==> src/rtl/pwm_breathe_multi_pkg.sv <==
// ---------------------------------------------------------------------------
// pwm_breathe_multi_pkg
//   Shared types and helpers for the multi-channel PWM/breathe generator.
//   - breathe_state_e : per-channel breathing ramp direction (UP, DOWN)
//   - period(dw)      : PWM period in counter ticks, 2**dw - 1
// ---------------------------------------------------------------------------
package pwm_breathe_multi_pkg;

    typedef enum logic {
        UP   = 1'b0,
        DOWN = 1'b1
    } breathe_state_e;

    function automatic int period(input int dw);
        return (1 << dw) - 1;
    endfunction

endpackage

==> src/rtl/pwm_breathe_multi_if.sv <==
// ---------------------------------------------------------------------------
// pwm_breathe_multi_if
//   Control/data bundle between a PWM controller (master) and the
//   pwm_breathe_multi block (slave).
//   en           : global enable
//   duty_in      : CH packed duty values, channel i at [i*DW +: DW]
//   duty_we      : per-channel duty write strobe
//   breathe_en   : per-channel breathing mode select
//   pwm_out      : registered PWM outputs
//   period_start : one-cycle pulse aligned with pwm_out showing cnt = 0
// ---------------------------------------------------------------------------
interface pwm_breathe_multi_if #(
    parameter int CH = 4,
    parameter int DW = 6
);
    logic             en;
    logic [CH*DW-1:0] duty_in;
    logic [CH-1:0]    duty_we;
    logic [CH-1:0]    breathe_en;
    logic [CH-1:0]    pwm_out;
    logic             period_start;

    modport master (
        output en, duty_in, duty_we, breathe_en,
        input  pwm_out, period_start
    );

    modport slave (
        input  en, duty_in, duty_we, breathe_en,
        output pwm_out, period_start
    );
endinterface

==> src/rtl/pwm_breathe_multi_chan.sv <==
// ---------------------------------------------------------------------------
// pwm_breathe_multi_chan
//   One PWM channel: shadow/active duty double buffer, breathing ramp FSM,
//   current level and registered compare output.
//   Optional feature macro: PWM_PHASE_STAGGER_EN (phase offset IDX*(P/CH)).
//   clk, rst  : clock, asynchronous active-high reset
//   en        : global enable (output forced low when 0)
//   wrap      : period boundary strobe from the shared counter
//   step_tick : breathe step strobe (subset of wrap)
//   cnt       : shared period counter
//   duty, we  : duty value and write strobe
//   breathe   : breathing mode select
//   pwm       : registered PWM output
// ---------------------------------------------------------------------------
module pwm_breathe_multi_chan
    import pwm_breathe_multi_pkg::*;
#(
    parameter int DW  = 6,
    parameter int CH  = 4,
    parameter int IDX = 0
) (
    input  logic          clk,
    input  logic          rst,
    input  logic          en,
    input  logic          wrap,
    input  logic          step_tick,
    input  logic [DW-1:0] cnt,
    input  logic [DW-1:0] duty,
    input  logic          we,
    input  logic          breathe,
    output logic          pwm
);
    localparam int P = period(DW);
`ifdef PWM_PHASE_STAGGER_EN
    localparam int OFF = IDX * (P / CH);
`else
    localparam int OFF = 0 * IDX * CH;
`endif

    logic [DW-1:0]  shadow;
    logic [DW-1:0]  active;
    logic [DW-1:0]  level;
    logic [DW-1:0]  tgt;
    logic [DW-1:0]  cmp;
    logic [DW:0]    sum;
    logic           brth_q;
    breathe_state_e state;

    // A write landing in the wrap cycle goes straight to active.
    assign tgt = we ? duty : shadow;

    // (cnt + OFF) mod P; OFF < P so one conditional subtract suffices.
    always_comb begin
        sum = {1'b0, cnt} + (DW+1)'(OFF);
        cmp = sum[DW-1:0];
        if (sum >= (DW+1)'(P)) begin
            cmp = DW'(sum - (DW+1)'(P));
        end
    end

    always_ff @(posedge clk or posedge rst) begin
        if (rst) begin
            shadow <= '0;
            active <= '0;
            level  <= '0;
            brth_q <= 1'b0;
            state  <= UP;
            pwm    <= 1'b0;
        end else begin
            if (we) begin
                shadow <= duty;
            end
            if (wrap) begin
                active <= tgt;
                brth_q <= breathe;
                if (!breathe) begin
                    level <= tgt;
                    state <= UP;
                end else if (!brth_q) begin
                    // breathing just switched on: restart the ramp from zero
                    level <= '0;
                    state <= UP;
                end else if (tgt == '0) begin
                    level <= '0;
                    state <= UP;
                end else if (level > tgt) begin
                    // target dropped below the ramp: clamp and head down
                    level <= tgt;
                    state <= DOWN;
                end else if (step_tick) begin
                    case (state)
                        UP: begin
                            if (level < tgt) begin
                                level <= level + DW'(1);
                                if (level == tgt - DW'(1)) state <= DOWN;
                            end else begin
                                state <= DOWN;
                            end
                        end
                        DOWN: begin
                            if (level != '0) begin
                                level <= level - DW'(1);
                                if (level == DW'(1)) state <= UP;
                            end else begin
                                state <= UP;
                            end
                        end
                        default: state <= UP;
                    endcase
                end
            end
            pwm <= en && (cmp < level);
        end
    end
endmodule

==> src/rtl/pwm_breathe_multi.sv <==
// ---------------------------------------------------------------------------
// pwm_breathe_multi
//   Multi-channel PWM generator with per-channel breathing envelope.
//   Shared prescaler, period counter (0..P-1, P = 2**DW-1) and breathe step
//   counter feed CH pwm_breathe_multi_chan instances.
//   Optional feature macro: PWM_PHASE_STAGGER_EN (staggered channel phases).
//   clk  : system clock
//   rst  : asynchronous reset, active-high
//   bus  : pwm_breathe_multi_if.slave (en, duty_in, duty_we, breathe_en,
//          pwm_out, period_start)
// ---------------------------------------------------------------------------
module pwm_breathe_multi
    import pwm_breathe_multi_pkg::*;
#(
    parameter int CH       = 4,
    parameter int DW       = 6,
    parameter int PRESCALE = 1,
    parameter int STEP_PER = 4
) (
    input  logic                 clk,
    input  logic                 rst,
    pwm_breathe_multi_if.slave   bus
);
    localparam int P  = period(DW);
    localparam int PW = (PRESCALE > 1) ? $clog2(PRESCALE) : 1;
    localparam int SW = (STEP_PER > 1) ? $clog2(STEP_PER) : 1;

    logic [PW-1:0] presc;
    logic [DW-1:0] cnt;
    logic [SW-1:0] step;
    logic          tick;
    logic          wrap;
    logic          step_tick;
    logic          wrap_d;
    logic          start;
    logic [CH-1:0] pwm;

    assign tick      = bus.en && (presc == PW'(PRESCALE - 1));
    assign wrap      = tick && (cnt == DW'(P - 1));
    assign step_tick = wrap && (step == SW'(STEP_PER - 1));

    // period_start is delayed twice from wrap so it lines up with the
    // registered pwm_out that reflects cnt = 0.
    always_ff @(posedge clk or posedge rst) begin
        if (rst) begin
            presc  <= '0;
            cnt    <= '0;
            step   <= '0;
            wrap_d <= 1'b0;
            start  <= 1'b0;
        end else if (!bus.en) begin
            presc  <= '0;
            cnt    <= '0;
            step   <= '0;
            wrap_d <= 1'b0;
            start  <= 1'b0;
        end else begin
            presc <= tick ? '0 : presc + PW'(1);
            if (tick) begin
                cnt <= wrap ? '0 : cnt + DW'(1);
            end
            if (wrap) begin
                step <= step_tick ? '0 : step + SW'(1);
            end
            wrap_d <= wrap;
            start  <= wrap_d;
        end
    end

    assign bus.period_start = start;
    assign bus.pwm_out      = pwm;

    for (genvar i = 0; i < CH; i++) begin : g_ch
        pwm_breathe_multi_chan #(
            .DW  (DW),
            .CH  (CH),
            .IDX (i)
        ) u_chan (
            .clk       (clk),
            .rst       (rst),
            .en        (bus.en),
            .wrap      (wrap),
            .step_tick (step_tick),
            .cnt       (cnt),
            .duty      (bus.duty_in[i*DW +: DW]),
            .we        (bus.duty_we[i]),
            .breathe   (bus.breathe_en[i]),
            .pwm       (pwm[i])
        );
    end
endmodule

==> src/flat_wrapper.sv <==
// flat-port wrapper written by rule: the top's interface ports become plain ports
module pwm_breathe_multi_flat import pwm_breathe_multi_pkg::*;
#(
    parameter int CH       = 4,
    parameter int DW       = 6,
    parameter int PRESCALE = 1,
    parameter int STEP_PER = 4
)
  (clk, rst, bus_en, bus_duty_in, bus_duty_we, bus_breathe_en, bus_pwm_out, bus_period_start);
  pwm_breathe_multi_if #(.CH(CH), .DW(DW)) bus_i ();
  input  logic clk;
  input  logic rst;
  input wire logic [$bits(bus_i.en)-1:0] bus_en;
  input wire logic [$bits(bus_i.duty_in)-1:0] bus_duty_in;
  input wire logic [$bits(bus_i.duty_we)-1:0] bus_duty_we;
  input wire logic [$bits(bus_i.breathe_en)-1:0] bus_breathe_en;
  output wire logic [$bits(bus_i.pwm_out)-1:0] bus_pwm_out;
  output wire logic [$bits(bus_i.period_start)-1:0] bus_period_start;
  assign bus_i.en = bus_en;
  assign bus_i.duty_in = bus_duty_in;
  assign bus_i.duty_we = bus_duty_we;
  assign bus_i.breathe_en = bus_breathe_en;
  assign bus_pwm_out = bus_i.pwm_out;
  assign bus_period_start = bus_i.period_start;
  pwm_breathe_multi #(.CH(CH), .DW(DW), .PRESCALE(PRESCALE), .STEP_PER(STEP_PER)) u_core (.clk(clk), .rst(rst), .bus(bus_i));
endmodule
==> config.mk <==
export PLATFORM = sky130hd
export DESIGN_NAME = pwm_breathe_multi_flat
export DESIGN_NICKNAME = d
export VERILOG_FILES = /design/src/rtl/pwm_breathe_multi_pkg.sv /design/src/rtl/pwm_breathe_multi_if.sv /design/src/rtl/pwm_breathe_multi_chan.sv /design/src/rtl/pwm_breathe_multi.sv /design/src/flat_wrapper.sv
export SDC_FILE = /design/constraint.sdc
export NUM_CORES = 1
export LEC_CHECK = 0
export CAP_MARGIN = 40
export CORE_ASPECT_RATIO = 0.5
export CORE_MARGIN = 4
export CORE_UTILIZATION = 58
export CTS_BUF_LIST = sky130_fd_sc_hd__clkbuf_4
export CTS_CLUSTER_SIZE = 10
export DETAILED_ROUTE_END_ITERATION = 12
export GPL_TIMING_DRIVEN = 1
export PLACE_DENSITY_LB_ADDON = 0.1
export SLEW_MARGIN = 20
export SYNTH_ARGS = -nofsm -noshare
export SYNTH_HDL_FRONTEND = slang
export SYNTH_HIERARCHICAL = 1
export SYNTH_SLANG_ARGS = --single-unit
==> constraint.sdc <==
create_clock -name clk -period 6.1 [get_ports clk]
set_input_delay 1.525 -clock clk [delete_from_list [all_inputs] [get_ports clk]]
set_output_delay 1.525 -clock clk [all_outputs]
set_load 0.02 [all_outputs]
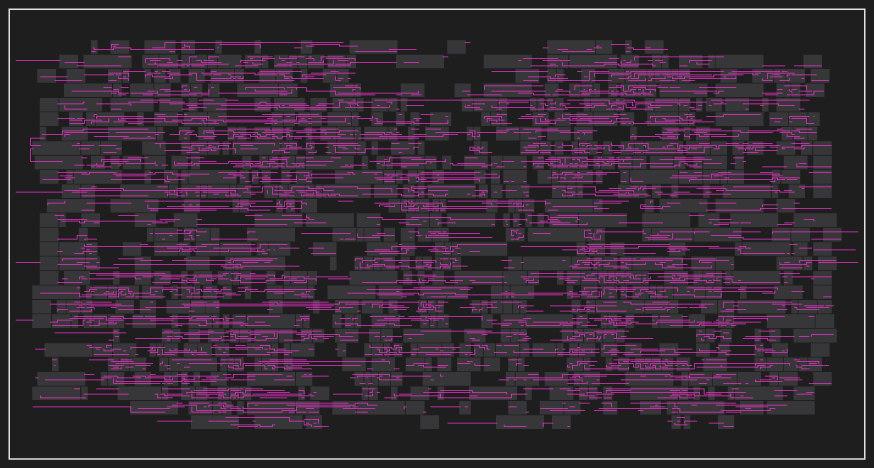
run_1/layer_met1.png
Cells faint in the background.
nets with wire on the layer = 829
wire length on this layer = 7,690 um
met1 global-route usage: 34.5%
Vias: 5,797
Final Routed Wirelength: 15.7 mm

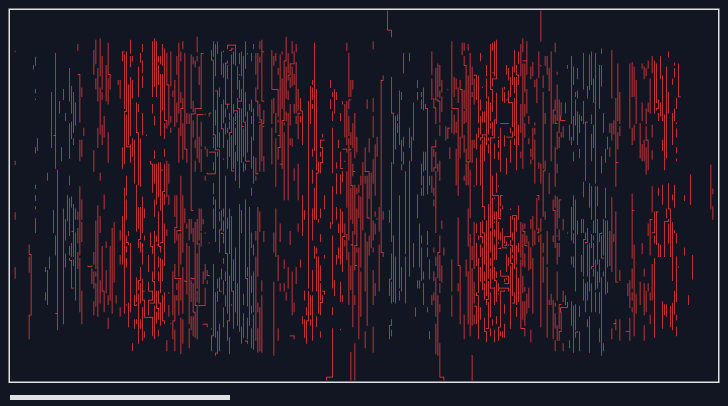
run_1/layer_met2.png
Bar = 50 um.
wire length on this layer = 7,010 um
main direction = vertical
longest straight run = 42.5 um
nets with wire on the layer = 736
GR Util met2: 37.9%

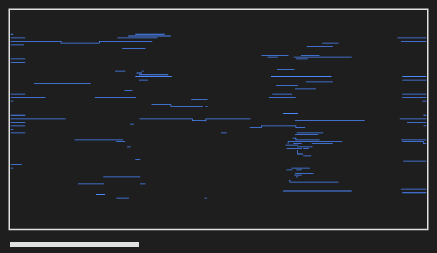
run_1/layer_met3.png
Bar = 50 um.
share of all routed wire = 5.5%
wire length on this layer = 863 um
longest straight run = 26.7 um

==> results_dict.tcl, run 1 <==
# implementation run metrics
set metrics [dict create \
    status "complete, no violations" \
    grt_max_degree 28 \
    die_w_um 161 \
    cts_made_buffers 9 \
    r2r_end "u_core/g_ch[0].u_chan/level[3]" \
    finalHoldViolations 0 \
    synth-edff-count 0 \
    drtIter0Drc 433 \
    cts_resized 0 \
    critPathMaxFanout 13 \
    num_rows 27 \
    p_int_w 0.000734 \
    logic_area_um2 4570 \
    r2r_setup_slack_ns 3.00 \
    pg_clk_w 0.000300 \
    r2r-start "u_core/cnt[0]" \
    globalplace.congestion 0.923 \
    worstSetupEndpointType "flop" \
    synth_area_um2 6790 \
    cp.required_ns 6.46 \
    critPathTopFamily "AND-OR/OR-AND gates" \
    swShare_pct 32.9 \
    top_area_share_pct 26.2 \
    synth_top_cell_by_count "inv_1" \
    fmax_mhz 222 \
    instances_no_fill 960 \
    cp_cell_sequence "clkdlybuf4s50_1 -> mux2i_1 -> ha_1 -> and3_1 -> a221oi_1 -> a21oi_1 -> nor2_1 -> a2bb2oi_1 -> o22ai_2" \
    netlist_instances 766 \
    comb_share_pct 62.1 \
    ys_cells 766 \
    portBuffers 39 \
    powerComb_w 0.000285 \
    drcViolationCount 0 \
    cpMaxStageDelayCell "clkdlybuf4s50_1" \
    hp-class "flop to flop" \
    synth_warnings 6 \
    log.warning_count 43 \
    setup_tns_ns 0 \
    p_switching_w 0.000361 \
    cts_tree "built" \
    synthFlopType "dfrtp_1" \
    fp_util_pct 60.5 \
    clk_share_pct 1.78 \
    final_cell_mix "inv_1, ha_1, dfrtp_1, nor2_1, o21ai_0" \
    worst_pin_slew_ns 0.710 \
    synth-area-yosys_um2 6790 \
    comb_power_share_pct 26.0 \
]
[run 1: worst register-to-register path, delay by kind of cell (launching register included)]
kind,cells,cell delay [ns]
compound gates,2,0.23
fa+ha+maj,1,0.22
buf+inv,1,0.12
flops,1,0.79
mux,1,0.38
simple gates,5,1.29
[run 1: cells by family after synthesis]
logic type,after synthesis,share of synthesized area (%)
simple gates,256,20.4
compound gates,187,20.6
buf+inv,98,6.49
fa+ha+maj,75,13.8
flops,71,26.2
mux,42,7.45
xor+xnor,36,5.07
other cells,1,0.0552
[run 1: routing by layer]
metal / track usage [%] / share of wire (%) / up-vias / wire length (um)
met5: 0 / 0 / - / 0
met4: 4.33 / 0.98 / 0 / 154
met3: 5.05 / 5.5 / 18 / 863
met2: 37.9 / 45 / 164 / 7010
met1: 34.5 / 49 / 2742 / 7690
li1: - / - / 2873 / -
--- run 2 (diff from run 1) ---
--- a/config.mk
+++ b/config.mk
@@ -8,7 +8,7 @@
 export CAP_MARGIN = 40
 export CORE_ASPECT_RATIO = 0.5
 export CORE_MARGIN = 4
-export CORE_UTILIZATION = 58
+export CORE_UTILIZATION = 57
 export CTS_BUF_LIST = sky130_fd_sc_hd__clkbuf_4
 export CTS_CLUSTER_SIZE = 10
 export DETAILED_ROUTE_END_ITERATION = 12
==> constraint.sdc (replaced) <==
create_clock -name clk -period 3.7 [get_ports clk]
set_input_delay 0.925 -clock clk [delete_from_list [all_inputs] [get_ports clk]]
set_output_delay 0.925 -clock clk [all_outputs]
set_load 0.02 [all_outputs]
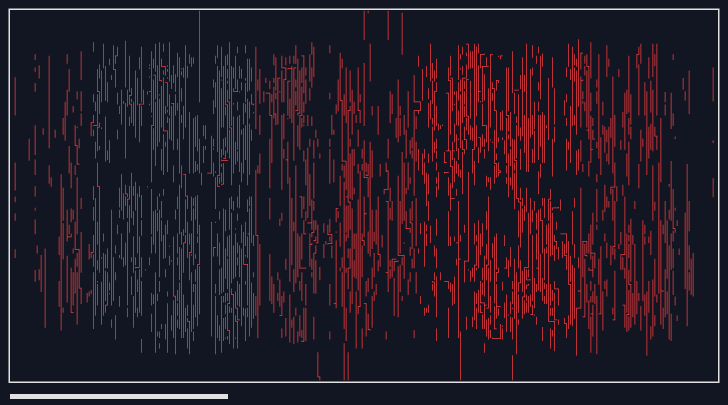
run_2/layer_met2.png
Bar = 50 um.
wire length on this layer = 7,420 um
longest straight run = 37.1 um
share of all routed wire = 45%

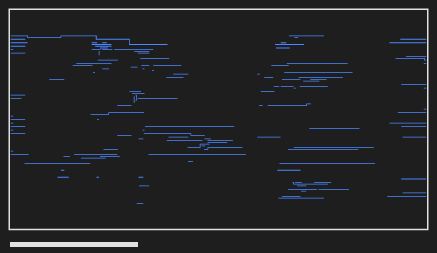
run_2/layer_met3.png
Bar = 50 um.
wire length on this layer = 1,060 um
longest straight run = 37.7 um

==> results_dict.tcl, run 2 <==
# implementation run metrics
set metrics [dict create \
    synth_area_um2 6790 \
    critPathTopFamily "AND-OR/OR-AND gates" \
    status "complete, no violations" \
    highest_layer "met4" \
    globalplace.congestion 0.883 \
    comb_share_pct 58.8 \
    setup_tns_ns 0 \
    portBuffers 39 \
    clk_share_pct 1.98 \
    simple_gate_area_share_pct 20.4 \
    instances_no_fill 1009 \
    cpMaxStageDelayCell "clkdlybuf4s50_1" \
    worstSetupEndpointType "flop" \
    grt_max_degree 28 \
    synth_top_cell_by_count "inv_1" \
    logic_area_um2 4570 \
    netlist_instances 766 \
    cp.required_ns 4.01 \
    cp_cell_sequence "clkdlybuf4s50_1 -> buf_4 -> mux2i_1 -> inv_1 -> ha_1 -> nor2b_1 -> o21bai_1 -> a21oi_1 -> nor2_1 -> a2bb2oi_1 -> o22ai_2" \
    drcViolationCount 0 \
    fmax_mhz 303 \
    cts_tree "built" \
    critPathMaxFanout 10 \
    synth_warnings 6 \
    wl_met3_mm 1.06 \
    grt_use_met3_pct 4.46 \
    num_rows 27 \
    ys_cells 766 \
    die_w_um 162 \
    comb_power_share_pct 27.7 \
    wl_met1_mm 7.74 \
    log.warning_count 43 \
    final_cell_mix "inv_1, ha_1, dfrtp_1, nor2_1, buf_4" \
    p_int_w 0.00133 \
    busiest_layer "met2" \
    routed_wl_mm 16.4 \
    pg_clk_w 0.000576 \
]
-- run 2: cell types whose count changed in the layout (fill, tap and decap cells not counted), sizes merged --
cell	change
bufinv	+1
inv	+1
clkinvlp	-2
buf	+49
-- run 2: final timing paths --
path	end	slack (ns)	cells after the start
worst max register to register	u_core/g_ch[0].u_chan/level[1]	0.84	11
worst min-delay path	u_core/bus.period_start	0.48	1
worst min register to register	u_core/bus.period_start	0.48	1
min in group asynchronous	u_core/bus.period_start	0.96	2
max in group asynchronous	u_core/g_ch[3].u_chan/level[5]	2.19	2
worst max-delay path	u_core/g_ch[3].u_chan/level[5]	0.39	11
--- run 3 (diff from run 2) ---
--- a/config.mk
+++ b/config.mk
@@ -14,6 +14,7 @@
 export DETAILED_ROUTE_END_ITERATION = 12
 export GPL_TIMING_DRIVEN = 1
 export PLACE_DENSITY_LB_ADDON = 0.1
+export SKIP_CTS_REPAIR_TIMING = 1
 export SLEW_MARGIN = 20
 export SYNTH_ARGS = -nofsm -noshare
 export SYNTH_HDL_FRONTEND = slang
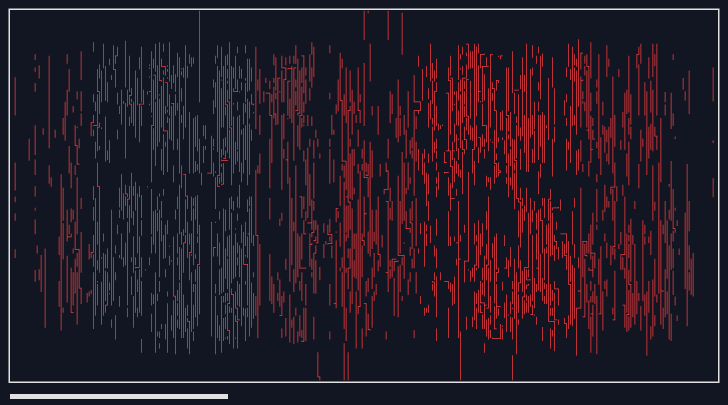
run_3/layer_met2.png
Bar = 50 um.
wire length on this layer = 7,420 um
longest straight run = 37.1 um
Final Routed Wirelength: 16.4 mm
Vias: 6,027
GR Util met2: 40.1%

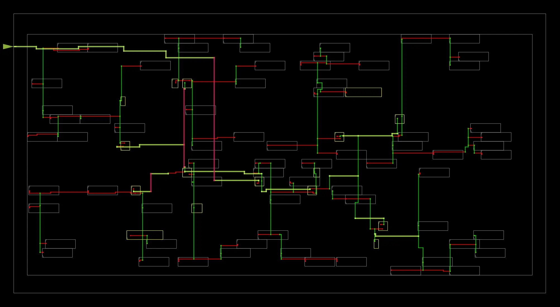
run_3/clocks.png
Fin Clk Skew: 0.0182 ns
FFs & Latches: 71
# clock sinks: 71
number of clock buffers in the layout: 9

==> results_dict.tcl, run 3 <==
# implementation run metrics
set metrics [dict create \
    status "complete, no violations" \
    top_area_share_pct 26.2 \
    fp_util_pct 60.0 \
    portBuffers 39 \
    simple_gate_area_share_pct 20.4 \
    drtIter0Drc 276 \
    critPathTopFamily "AND-OR/OR-AND gates" \
    hp-class "flop to flop" \
    comb_power_share_pct 27.7 \
    logic_area_um2 4570 \
    comb_share_pct 58.8 \
    die_w_um 162 \
    finalHoldViolations 0 \
    cts_made_buffers 9 \
    setup_tns_ns 0 \
    synth_top_cell_by_count "inv_1" \
    worstSetupEndpointType "flop" \
    instances_no_fill 1009 \
    grt_max_degree 28 \
    clk_share_pct 1.98 \
    cpMaxStageDelayCell "clkdlybuf4s50_1" \
    pg_clk_w 0.000576 \
    p_int_w 0.00133 \
    logic_family "AND-OR/OR-AND gates" \
    powerComb_w 0.000542 \
    synth-edff-count 0 \
    cp_cell_sequence "clkdlybuf4s50_1 -> buf_4 -> mux2i_1 -> inv_1 -> ha_1 -> nor2b_1 -> o21bai_1 -> a21oi_1 -> nor2_1 -> a2bb2oi_1 -> o22ai_2" \
    ys_cells 766 \
    synth_warnings 6 \
    swShare_pct 31.8 \
    worst_pin_slew_ns 0.690 \
    num_rows 27 \
    netlist_instances 766 \
    log.warning_count 43 \
    critPathMaxFanout 10 \
    synth_area_um2 6790 \
    p_switching_w 0.000621 \
    synthFlopType "dfrtp_1" \
    globalplace.congestion 0.883 \
    synth-area-yosys_um2 6790 \
    r2r-start "u_core/cnt[1]" \
]
==> run 3: per-layer routing <==
layer	share of wire (%)	GRT usage [%]
met1	47	32.8
met2	45	40.1
met3	6.5	4.46
met4	1.1	6.06
met5	0	0
==> run 3: worst paths after layout <==
check,endpoint,slack [ns],cells after the start
worst max-delay path,u_core/g_ch[3].u_chan/level[5],0.39,11
worst min-delay path,u_core/bus.period_start,0.48,1
worst max register to register,u_core/g_ch[0].u_chan/level[1],0.84,11
worst min register to register,u_core/bus.period_start,0.48,1
max in group asynchronous,u_core/g_ch[3].u_chan/level[5],2.19,2
min in group asynchronous,u_core/bus.period_start,0.96,2
